==> config.mk <==
export PLATFORM = sky130hd
export DESIGN_NAME = foo_requester
export DESIGN_NICKNAME = d
export VERILOG_FILES = /design/src/rtl/foo_pkg.sv /design/src/rtl/foo_shadow_ctr.sv /design/src/rtl/foo_requester.sv
export SDC_FILE = /design/constraint.sdc
export NUM_CORES = 1
export LEC_CHECK = 0
export CORE_MARGIN = 1.5
export CORE_UTILIZATION = 51
export DETAILED_ROUTE_END_ITERATION = 12
export MAX_ROUTING_LAYER = met4
export PLACE_DENSITY = 0.86
export SLEW_MARGIN = 20
export SYNTH_ARGS = -nofsm -noshare
export SYNTH_HDL_FRONTEND = slang
export SYNTH_HIERARCHICAL = 1
export SYNTH_SLANG_ARGS = --single-unit
==> constraint.sdc <==
create_clock -name clk -period 3 [get_ports clk]
set_input_delay 0.9 -clock clk [delete_from_list [all_inputs] [get_ports clk]]
set_output_delay 0.9 -clock clk [all_outputs]
set_load 0.05 [all_outputs]
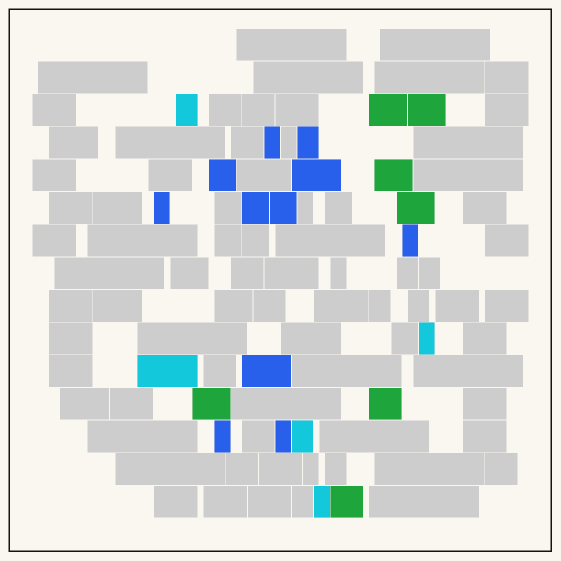
gate_families.png
Scale: 12 px per um.
legend:
  green:
    family: AND-OR and OR-AND gates
    cells: 7
    most_used: a22o_1
  cyan:
    family: NOR gates
    cells: 5
  blue:
    family: NAND gates
    cells: 11
    most_used: nand2_1
fraction of area in multi-input gates: 32.12%
most frequent logic cell in the layout: clkdlybuf4s50_1
non-filler instance count after layout: 117

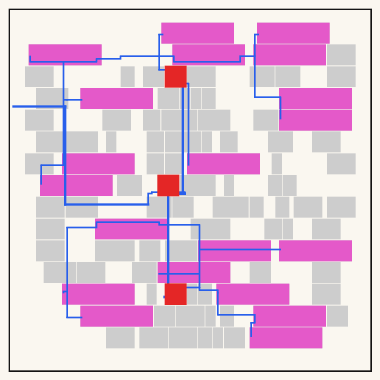
clock_map.png
Scale: 8 px per um.
legend:
  magenta:
    item: flip-flops
    count: 20
  blue:
    item: clock wires
    length: 222 um
  red:
    item: cells driving clock nets
    count: 3
flops lie: all over the die
latest clock arrival within the worst-skew pair: 0.30 ns
clock share of power: 10.8%
Clk power: 155 uW
Layout Skew: 0.003009 ns

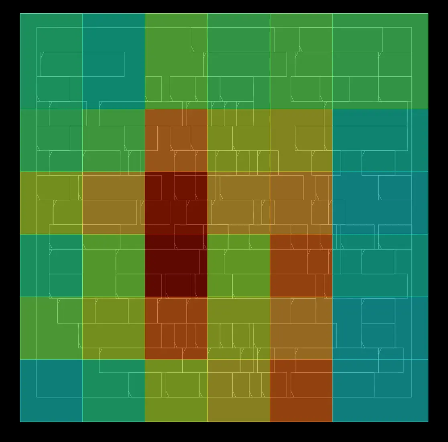
final_congestion.png
Routed wire per std cell: 14.50 um
core occupancy in the finished layout: 68.96%
met2 usage: 32.86%
GR Util met3: 4.800%

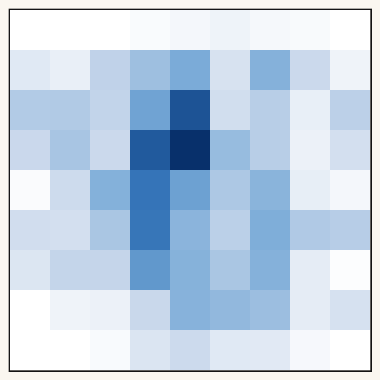
wire_density.png
Scale: 8 px per um. The die is cut into 9 by 9 equal tiles; white is low, dark blue is high, scaled to the fullest tile. Values are wire area over tile area, all layers added.
nearly empty tiles: 11%
fullest tile: 0.53
emptiest ninth of the die: lower left
Via Count: 707
All-Layer GR Usage: 20.17%
DRT Wirelength: 1697 um

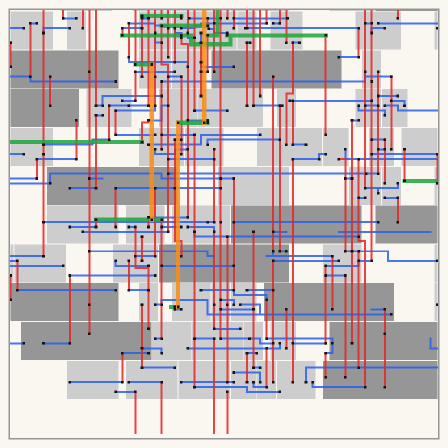
zoom.png
Region (8, 0) to (38, 30) um. Cells in grey, sequential cells in the stronger grey; small squares are vias.
legend:
  green:
    layer: met3
  red:
    layer: met2
  blue:
    layer: met1
  orange:
    layer: met4
sequential cells in the window: 11
most frequent: dfrtp_1 (11), clkdlybuf4s50_1 (6), a21oi_1 (5)
cells with their middle in the window: 58

==> ci_impl_report.md <==
### Metrics collected by this job

| Metric | Value |
|---|---|
| Status | `finished, final reports clean` |
| CP Launch Type | `flip-flop` |
| Critical Path Stages | `1` |
| Reg2reg path depth | `6` |
| Via/cell ratio | `6.043` |
| Max stage delay on crit path | `0.83 ns` |
| DR WL met3 | `104 um` |
| Critical Path AT | `1.55 ns` |
| Setup Fix Bufs, Post-CTS | `0` |
| Initial antenna violation count | `0` |
| Logic area | `374.1 um2` |
| Total CTS buffers | `3` |
| I/O Pins | `22` |
| Clk slew on worst S/H paths | `0.10 ns` |
| Placed inst area | `0.001129 mm2` |
| Drt initial violations | `19` |
| Max Freq | `0.4076 GHz` |
| Slew Limit Fails | `0` |
| Post-Syn Area | `902.1 um2` |
| Yosys Chip Area | `902.1 um2` |
| Clock Sinks | `20` |
| Nature of the critical path endpoint | `primary output` |
| First-pass GRT wire length | `2773 um` |
| Post-CTS Resized | `0` |
| Flop area | `500.5 um2` |
| IO Port Bufs | `21` |
| Post-route cell area | `0.001165 mm2` |
| Core Footprint | `0.001689 mm2` |
| Yosys warning count | `6` |
| Worst setup margin | `0.5467 ns` |
| Overall die width | `45.06 um` |
| Detailed placer's ending HPWL | `1210 um` |
| Met1 usage | `22.86%` |
| Top Layout Cells | `clkdlybuf4s50_1 (21), dfrtp_1 (20), nand2_1 (5), a21oi_1 (5), a22o_1 (5)` |
| Remaining global-route overflow | `0` |
| Ys cells | `76` |
| Count of cell types in the netlist | `27` |
| Ys flops | `20` |
| Crit-path max FO | `5` |
| WHS | `0.5137 ns` |
| Final Wtd Congestion | `0.7789` |
| Buf/Inv on CP | `1` |
| Largest net degree at the start of global routing | `21` |
| Met1 wire length | `739 um` |
| Clock tree buffer depth | `2` |
| Cells after synthesis | `76` |
| Setup WS pre-CTS | `0.6582 ns` |
[power by group through the flow]
stage / sequential [uW] / combinational, uW / clock [uW]
after floorplan: 775 / 261 / 0
after global placement: 499 / 756 / 0
after detailed placement: 506 / 773 / 0
after CTS: 503 / 777 / 158
after global routing: 519 / 826 / 172
final: 503 / 774 / 155
[cells in the mapped netlist (2+ instances only)]
| cell type | n |
|---|---|
| dfrtp_1 | 20 |
| a21oi_1 | 5 |
| a22o_1 | 5 |
| nand2_1 | 5 |
| inv_1 | 4 |
| mux2_2 | 4 |
| ha_1 | 3 |
| o211ai_1 | 3 |
| a21o_1 | 2 |
| a31oi_1 | 2 |
| and3_1 | 2 |
| mux2i_1 | 2 |
| nand4_1 | 2 |
| nand4bb_1 | 2 |
| nor2_1 | 2 |
| nor3_1 | 2 |
[final cells by class]
type                    instances  share of cell area, %
flip-flops and latches         20                  42.96
multi-input cells              50                  32.12
well taps                      17                  1.826
inverters                       4                  1.289
clock buffers                   4                  3.115
repair buffers                 22                  18.69
[worst register-to-register path, stage by stage (launching register included)]
cell,delay (ns)
dfrtp_1,0.46
ha_1,0.23
and3_1,0.18
ha_1,0.19
a21o_1,0.26
nor3_1,0.28
mux2i_1,0.21
[cells by family (layout without fill, tap and decap cells)]
group                    count (synthesis)  in the layout  synth area share (%)
adder cells (fa/ha/maj)                  3              3                 4.161
buffers and inverters                    6             30                 3.051
AND/OR/NAND/NOR                         20             20                 13.59
flip-flops                              20             20                 55.48
AND-OR/OR-AND                           21             21                 16.50
multiplexers                             6              6                 7.212
No activity file was given, so power comes from the tool's default toggle rates.
